File: src/rtl/logic_pipe.sv
// Pipelined bitwise logic unit: eight two-operand functions, DEPTH registered stages,
// enable/ready input and valid/ready output with bubble-collapsing backpressure.
module logic_pipe #(
    parameter int WIDTH = 8,
    parameter int DEPTH = 2
) (
    input  logic             clk,
    input  logic             rst_n,
    input  logic             en,
    input  logic [WIDTH-1:0] a,
    input  logic [WIDTH-1:0] b,
    input  logic [2:0]       op,
    output logic             in_ready,
    output logic [WIDTH-1:0] z,
    output logic             z_valid,
    input  logic             out_ready,
    output logic             z_zero,
    output logic [15:0]      xfer_cnt
);

    logic [DEPTH-1:0][WIDTH-1:0] r_data;
    logic [DEPTH-1:0]            r_v;
    logic [DEPTH-1:0]            r_zf;
    logic [15:0]                 r_cnt;
    logic [WIDTH-1:0]            w_res;
    logic [DEPTH-1:0]            w_nv;
    logic [DEPTH-1:0]            w_adv;

    always_comb begin
        w_res = '0;
        case (op)
            3'b000:  w_res = a & b;
            3'b001:  w_res = a | b;
            3'b010:  w_res = a ^ b;
            3'b011:  w_res = ~(a & b);
            3'b100:  w_res = ~(a | b);
            3'b101:  w_res = ~(a ^ b);
            3'b110:  w_res = a;
            default: w_res = b;
        endcase
    end

    // Stage i may advance if the consumer is ready or any stage from i upward is empty.
    assign w_nv = ~r_v;
    for (genvar g = 0; g < DEPTH; g++) begin : g_adv
        assign w_adv[g] = out_ready || (|(w_nv >> g));
    end

    assign in_ready = w_adv[0] && !rst_n;

    always_ff @(posedge clk or posedge rst_n) begin
        if (rst_n) begin
            r_v    <= '0;
            r_zf   <= '0;
            r_data <= '0;
            r_cnt  <= '0;
        end else begin
            if (w_adv[0]) begin
                r_v[0]  <= en;
                r_zf[0] <= en && (w_res == '0);
                if (en)
                    r_data[0] <= w_res;
            end
            for (int i = 1; i < DEPTH; i++) begin
                if (w_adv[i]) begin
                    r_v[i]    <= r_v[i-1];
                    r_zf[i]   <= r_zf[i-1];
                    r_data[i] <= r_data[i-1];
                end
            end
            if (r_v[DEPTH-1] && out_ready)
                r_cnt <= r_cnt + 16'd1;
        end
    end

    // The zero flag travels with its entry, so it is already gated by valid.
    assign z        = r_data[DEPTH-1];
    assign z_valid  = r_v[DEPTH-1];
    assign z_zero   = r_zf[DEPTH-1];
    assign xfer_cnt = r_cnt;

endmodule

File: config.mk
export PLATFORM = sky130hd
export DESIGN_NAME = logic_pipe
export DESIGN_NICKNAME = d
export VERILOG_FILES = /design/src/rtl/logic_pipe.sv
export SDC_FILE = /design/constraint.sdc
export NUM_CORES = 1
export LEC_CHECK = 0
export CORE_MARGIN = 2
export CORE_UTILIZATION = 40
export CTS_CLUSTER_SIZE = 24
export DETAILED_ROUTE_END_ITERATION = 10
export PLACE_DENSITY = 0.65
export SYNTH_ARGS = -nofsm -noshare
export SYNTH_HDL_FRONTEND = slang
export SYNTH_SLANG_ARGS = --single-unit
export TNS_END_PERCENT = 10
File: constraint.sdc
create_clock -name clk -period 2.33 [get_ports clk]
set_input_delay 0.5825 -clock clk [delete_from_list [all_inputs] [get_ports clk]]
set_output_delay 0.5825 -clock clk [all_outputs]
set_load 0.05 [all_outputs]
Fig. 1: run 1, track usage over the die
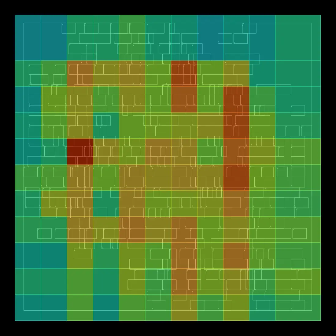
GR Util met1: 0.220
gr usage total: 0.164
GR peak layer: met2
met3 Use GR: 0.0200

Fig. 2: run 1, register map, names as in the netlist
(3 px per um) Other sequential cells in the stronger grey, the rest of the logic in the fainter grey.
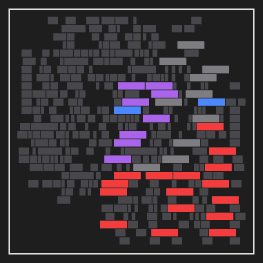
| colour | name in the netlist | sequential cells |
|---|---|---|
| purple | r_data | 8 |
| blue | r_zf | 2 |
| red | xfer_cnt | 16 |

==> impl_metrics.csv, run 1 <==
group,metric,value,unit
clocking,ctsResizeCount,0,
sta,grt_setup_unrepaired,"false",
synthesis,yosysTopAreaCell,"dfrtp_1",
outcome,outcome,"finished clean",
worst_setup_path,cp_data_required_time,2530,ps
synthesis,synthTopCellsByArea,"dfrtp_1 38%, ha_1 9.0%, nand2_1 7.3%, mux4_2 4.7%, xnor2_1 4.1%",
pwr,vdd_ir_drop_max,374,uV
synthesis,ys_sh_simple,0.173,
worst_setup_path,cp.arrival,2390,ps
worst_setup_path,crit_buf_inv,2,
hold_path,hold_class,"register to register",
global_routing,grt_pass1_vias,1903,
clocking,hold_buffers,0,
clocking,cts_buffers,5,
clocking,h-tree-depth,2,
placed_design,hpwl,4.00,mm
cells_and_area,fill_cells,567,
die,core,5820,um^2
clocking,cts_tree,"done",
synthesis,yosysUniqueCellTypes,44,
clocking,clk_pin_slew_worst_paths,70,ps
die,ios,50,
routing,drt_iter0_drc,93,
cells_and_area,seqCellArea,901,um^2
cells_and_area,diodes,0,
synthesis,ys_cells,259,
synthesis,yosys.cell_count.top_type,"nand2_1",
sta,drv_slew,0,
flow_run,maxCapViolations,0,
clocking,postCtsSetupBuffers,0,
sta,finClkSkew,6.92,ps
synthesis,ys_sh_xor,0.0554,
synthesis,yosysChipArea,2370,um^2
synthesis,syn-cell-area,2370,um^2
synthesis,ys_warn_count,0,
flow_run,warnings,34,
die,rows,28,
routing,antenna_left,0,
sta,hold_slack,472,ps
placed_design,port_buffers,49,
die,chip_area,6570,um^2
die,fp.dieH,81.0,um
worst_setup_path,slowest_delay,490,ps
cells_and_area,area_growth,39.1,%
sta,slew_headroom,0.665,
synthesis,ys_sh_adder,0.0896,
routing,drc,0,
synthesis,fp_nets,299,
synthesis,syn_avg_cell_area,9.16,um^2
placed_design,globalplace.congestion,0.792,
placed_design,placed_area,3140,um^2
sta,fin_crit,2200,ps
worst_setup_path,worstPathMaxFanout,3,
synthesis,yosys.stat.seqShare,0.380,
routing,totalWireLength,5.05,mm
pwr,cellPowerDensity,691,nW/um^2
sta,fin_setup_tns,0,ps
synthesis,synthArstFlopShare,1.00,
routing,drt-vias-per-instance,4.90,
global_routing,grt_start_max_net_pins,23,
synthesis,synth-edff-count,0,
cells_and_area,comb_area,1280,um^2
clocking,clock-sinks,36,
sta,setup_violations,0,
synthesis,synthTopCellsByCount,"46 x nand2_1, 36 x dfrtp_1, 25 x inv_1, 17 x ha_1",
sta,hold_viol,0,
global_routing,grt_overflow,0,
die,fp_util,0.408,
sta,worst_pin_slew,501,ps
cells_and_area,drive_above_1_share,0.192,
synthesis,syn_inst,259,
routing,wire_per_inst,12.2,um
global_routing,antenna_found_initial,0,
worst_setup_path,critPathSlowestCell,"clkdlybuf4s50_1",
clocking,clk_latency,290,ps
synthesis,synth.top_cell.area_share,0.380,
synthesis,top_logic_kind,"simple AND/OR/NAND/NOR gates",
worst_setup_path,path_delay_family,"buffers and inverters",
clocking,cts_buffer_depth,2,
routing,firstDrtPassIters,4,
worst_setup_path,crit_type,"input pin to register",
pwr,power_leakage,0.00162,uW
cells_and_area,nNetsFinal,378,
synthesis,ys.flop_type,"dfrtp_1",
synthesis,aoi_share,0.120,
global_routing,grt_first_pass_wirelength,8.42,mm
Fig. 3: run 1, nets reached from selected ports
(4 px per um)
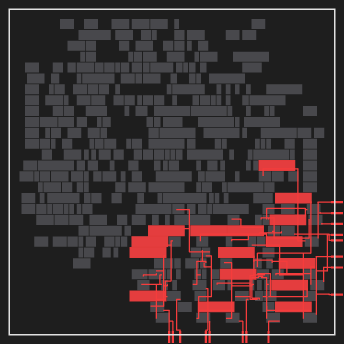
| colour | port | bits | direction | end cells | buffers | wire |
|---|---|---|---|---|---|---|
| red | xfer_cnt | 16 | output | 16 | 16 | 561 um |

==> run 1: sequential cells by signal, indices dropped and copies added, names as in the netlist <==
signal / cells
r_data: 8
r_v: 2
r_zf: 2
xfer_cnt: 16
z: 8
==> run 1: layer usage <==
| layer | global-route usage | vias up | share of wire |
|---|---|---|---|
| li1 | - | 1036 | - |
| met3 | 0.0200 | 7 | 0.033 |
| met5 | 0 | - | 0 |
| met4 | 0.0763 | 0 | 0.017 |
| met1 | 0.220 | 942 | 0.48 |
| met2 | 0.263 | 45 | 0.47 |
==> run 1: layout make-up <==
type                       instances  area share
multi-input combinational        178       0.389
sequential                        36       0.273
timing repair buffer              91       0.246
inverter                          26      0.0296
tap                               75      0.0284
clock buffer                       5      0.0208
clock inverter                     3      0.0129
==> run 1: worst register-to-register path, cell delays in order, from the launching register on <==
cell and delay, ps:
dfrtp_1 440, and4_1 230, and3_1 210, and3_1 180, nor2b_1 200, nand3_1 120, xnor2_1 140
==> run 1: where the power goes <==
part	total (uW)	internal, uW	leakage [uW]	switching, uW
clock network	543	316	0.0000541	227
logic	900	370	0.00111	530
registers	838	734	0.000458	104
==> run 1: cell usage in the layout (no fill, tap or decap), types with 3 or more instances in the layout <==
cell type,count
dfrtp_1,36
mux2i_1,7
xor2_1,4
nand3_1,11
a21oi_1,5
mux4_2,5
o31ai_1,3
clkdlybuf4s50_1,44
nor2b_1,6
and3_1,5
ha_1,16
nor2_1,10
buf_4,43
o21ai_0,10
nand4_1,3
xnor2_1,11
clkbuf_8,5
dlymetal6s2s_1,4
a211oi_1,3
nand2_1,46
inv_1,25
o21ai_1,3
==> run 1: metrics by stage <==
step / setup WS (ps) / instances / utilization / total power, uW
2_1_floorplan: 225 / 259 / - / 1440
3_3_place_gp: -238 / 406 / 0.540 / 1730
3_5_place_dp: -291 / 406 / 0.540 / 1750
4_1_cts: 4.49 / 414 / 0.560 / 2290
5_1_grt: 4.73 / 414 / 0.568 / 2410
6_report: 135 / 414 / 0.568 / 2280
==> run 1: cells by family (layout without fill, tap and decap cells) <==
kind of cell             Yosys count  count (layout)
multiplexers                      14              14
buffers and inverters             45             125
flip-flops                        36              36
XOR/XNOR                          15              15
AND-OR/OR-AND                     43              43
AND/OR/NAND/NOR                   89              89
adder cells (fa/ha/maj)           17              17
==> run 1: final timing paths <==
kind / startpoint / to / cells after the start
worst max-delay path: b[7] / r_zf[0] / 7
worst min-delay path: z[5] / z[5] / 2
worst max register to register: xfer_cnt[5] / xfer_cnt[15] / 6
worst min register to register: z[5] / z[5] / 2
max in group asynchronous: rst_n / r_data[4] / 3
min in group asynchronous: rst_n / z[3] / 3
==> run 2, diff against run 1 <==
--- a/config.mk
+++ b/config.mk
@@ -6,10 +6,11 @@
 export NUM_CORES = 1
 export LEC_CHECK = 0
 export CORE_MARGIN = 2
-export CORE_UTILIZATION = 40
+export CORE_UTILIZATION = 50
 export CTS_CLUSTER_SIZE = 24
 export DETAILED_ROUTE_END_ITERATION = 10
-export PLACE_DENSITY = 0.65
+export DONT_BUFFER_PORTS = 1
+export SLEW_MARGIN = 10
 export SYNTH_ARGS = -nofsm -noshare
 export SYNTH_HDL_FRONTEND = slang
 export SYNTH_SLANG_ARGS = --single-unit
Fig. 4: run 2, nets reached from selected ports
(4 px per um)
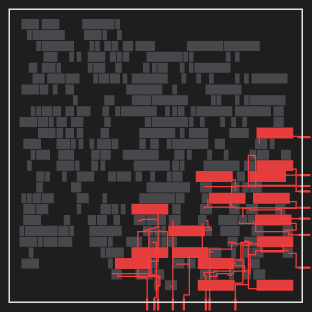
| colour | port | bits | direction | end cells | buffers | wire |
|---|---|---|---|---|---|---|
| red | xfer_cnt | 16 | output | 16 | 9 | 519 um |

Fig. 5: run 2, pin placement
(4 px per um) Pins as bars across the die edge, other pins in grey.
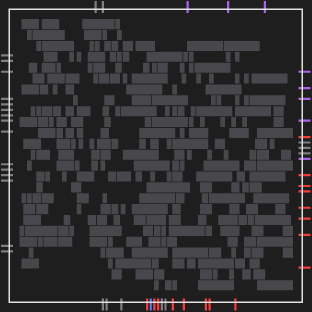
| colour | port | pins | direction | edge |
|---|---|---|---|---|
| red | xfer_cnt | 16 | output | 8 south, 8 east |
| purple | z | 8 | output | 5 east, 3 north |
| blue | out_ready | 1 | input | south |

Fig. 6: run 2, register map, names as in the netlist
(4 px per um) Other sequential cells in the stronger grey, the rest of the logic in the fainter grey.
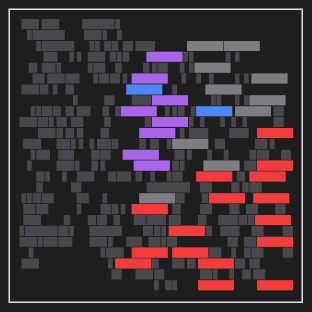
| colour | name in the netlist | sequential cells |
|---|---|---|
| red | xfer_cnt | 16 |
| purple | r_data | 8 |
| blue | r_zf | 2 |

==> run 2 against run 1 <==
Net effect: clock-buffer cell count rose by 2; synthesized area did not move; sequential cell count did not move; core utilization fell by 1.7 points; synthesized cell count did not move; first-iteration DRC count rose by 12%; non-clock buffer count fell by 74; sequential share of layout area rose by 7.8 points; critical endpoint is now xfer_cnt[15].
==> impl_metrics.csv, run 2 <==
group,metric,value,unit
outcome,outcome,"finished clean",
clocking,cts_buffer_depth,2,
synthesis,synthTopCellsByCount,"46 x nand2_1, 36 x dfrtp_1, 25 x inv_1, 17 x ha_1",
flow_run,maxCapViolations,0,
routing,firstDrtPassIters,4,
placed_design,placed_area,2440,um^2
synthesis,yosys.cell_count.top_type,"nand2_1",
global_routing,antenna_found_initial,0,
routing,drt_iter0_drc,104,
worst_setup_path,cp-end-kind,"register",
synthesis,synth-edff-count,0,
placed_design,globalplace.congestion,0.765,
sta,fin_setup_tns,0,ps
synthesis,synth.top_cell.area_share,0.380,
die,rows,25,
clocking,cts_tree,"done",
synthesis,yosys.stat.seqShare,0.380,
synthesis,syn_avg_cell_area,9.16,um^2
routing,met3WireLength,275,um
clocking,clk_latency,290,ps
clocking,postCtsSetupBuffers,0,
routing,drc,0,
cells_and_area,drive_above_1_share,0.128,
global_routing,grt_overflow,0,
routing,wl_met1,1.99,mm
cells_and_area,finish.utilization,0.551,
synthesis,ys_ff,36,
sta,worst_pin_slew,577,ps
worst_setup_path,critPathLaunchType,"register",
clocking,clock-sinks,36,
global_routing,grt_pass1_vias,1676,
global_routing,grt_first_pass_wirelength,7.53,mm
die,fp.dieH,72.9,um
pwr,vdd_ir_drop_max,361,uV
routing,wire_per_inst,13.8,um
worst_setup_path,cp.arrival,2090,ps
sta,finClkSkew,5.10,ps
pwr,total_power,2100,uW
sta,max_freq,0.518,GHz
global_routing,grtUsageTotal,0.183,
placed_design,hpwl,3.37,mm
routing,antenna_left,0,
sta,drv_slew,0,
cells_and_area,nNetsFinal,304,
routing,top_layer,"met4",
pwr,cellPowerDensity,818,nW/um^2
cells_and_area,diodes,0,
cells_and_area,final_area,2570,um^2
clocking,ctsResizeCount,0,
synthesis,fp_nets,299,
placed_design,port_buffers,0,
synthesis,syn_inst,259,
flow_run,warnings,34,
placed_design,placed_cells,311,
sta,hold_viol,0,
worst_setup_path,crit_type,"register to register",
routing,totalWireLength,4.42,mm
sta,final.period_utilization,0.829,
pwr,power_leakage,0.00129,uW
synthesis,yosysChipArea,2370,um^2
cells_and_area,finalNonFillerCells,319,
sta,slew_headroom,0.615,
die,ios,50,
routing,via_count,1743,
synthesis,ys_cells,259,
die,chip_area,5310,um^2
synthesis,ys_warn_count,0,
sta,setup_violations,0,
sta,grt_setup_unrepaired,"false",
sta,fin_crit,1930,ps
routing,drt-vias-per-instance,5.46,
synthesis,ys.flop_type,"dfrtp_1",
worst_setup_path,cp_data_required_time,2490,ps
cells_and_area,layout_top_cell,"nand2_1",
clocking,clk_pin_slew_worst_paths,70,ps
clocking,h-tree-depth,2,
synthesis,synthArstFlopShare,1.00,
synthesis,yosysTopAreaCell,"dfrtp_1",
worst_setup_path,rrSetupSlack,400,ps
die,core,4660,um^2
cells_and_area,largest_register_ffs,16,
synthesis,syn-cell-area,2370,um^2
clocking,cts_buffers,5,
clocking,hold_buffers,0,
global_routing,grt_start_max_net_pins,30,
routing,wl_met2,2.06,mm
die,die_width,72.9,um
clocking,cts-root-buf,"clkbuf_8",
die,fp_util,0.509,
cells_and_area,layout_top_cells,"46 x nand2_1, 36 x dfrtp_1, 25 x inv_1",
hold_path,hold_class,"input pin to asynchronous set/reset pin",
worst_setup_path,worstPathMaxFanout,3,
synthesis,yosysUniqueCellTypes,44,
synthesis,synthTopCellsByArea,"dfrtp_1 38%, ha_1 9.0%, nand2_1 7.3%, mux4_2 4.7%, xnor2_1 4.1%",
cells_and_area,area_growth,8.17,%
[run 2: cell counts after synthesis]
Identical to the previous run, type by type.
[run 2: report_power, final]
group	switching, uW	internal, uW
Sequential	249	731
Clock	212	377
Combinational	327	204
[run 2: stage by stage]
stage,hold slack (ps),setup WS [ps]
2_1_floorplan,440,225
3_3_place_gp,464,275
3_5_place_dp,467,219
4_1_cts,188,381
5_1_grt,192,286
6_report,193,399
[run 2: cell type report]
type	count	area, um^2
Fill cell	433	2090
Multi-Input combinational cell	178	1250
Sequential cell	36	901
Timing Repair Buffer	17	128
Inverter	26	97.6
Clock buffer	7	96.3
Tap cell	54	67.6
Clock inverter	1	30.0
[run 2: cells by family (layout without fill, tap and decap cells)]
| family | count (synthesis) | after routing | synth area share |
|---|---|---|---|
| XOR/XNOR | 15 | 15 | 0.0553 |
| adder cells (fa/ha/maj) | 17 | 17 | 0.0896 |
| buffers and inverters | 45 | 51 | 0.0965 |
| multiplexers | 14 | 14 | 0.0865 |
| AND/OR/NAND/NOR | 89 | 89 | 0.173 |
| flip-flops | 36 | 36 | 0.380 |
| AND-OR/OR-AND | 43 | 43 | 0.120 |
[run 2: critical path: stages (launching register included)]
cell	delay, ps
dfrtp_1	660
and4_1	290
and3_1	210
and3_1	180
nor2b_1	190
nand3_1	110
xnor2_1	160
[run 2: routing by layer]
| metal | up-vias | GRT usage |
|---|---|---|
| met1 | 804 | 0.227 |
| met5 | - | 0 |
| met3 | 5 | 0.0552 |
| met2 | 49 | 0.296 |
| li1 | 885 | - |
| met4 | 0 | 0.0802 |
[run 2: final timing paths]
kind / startpoint / endpoint / cells past startpoint
worst max-delay path: xfer_cnt[8] / xfer_cnt[15] / 6
worst min-delay path: rst_n / z[4] / 2
worst max register to register: xfer_cnt[8] / xfer_cnt[15] / 6
worst min register to register: r_data[2] / z[2] / 2
max in group asynchronous: rst_n / r_data[3] / 2
min in group clk: en / r_v[0] / 1
Power and IR drop assume default switching activity.
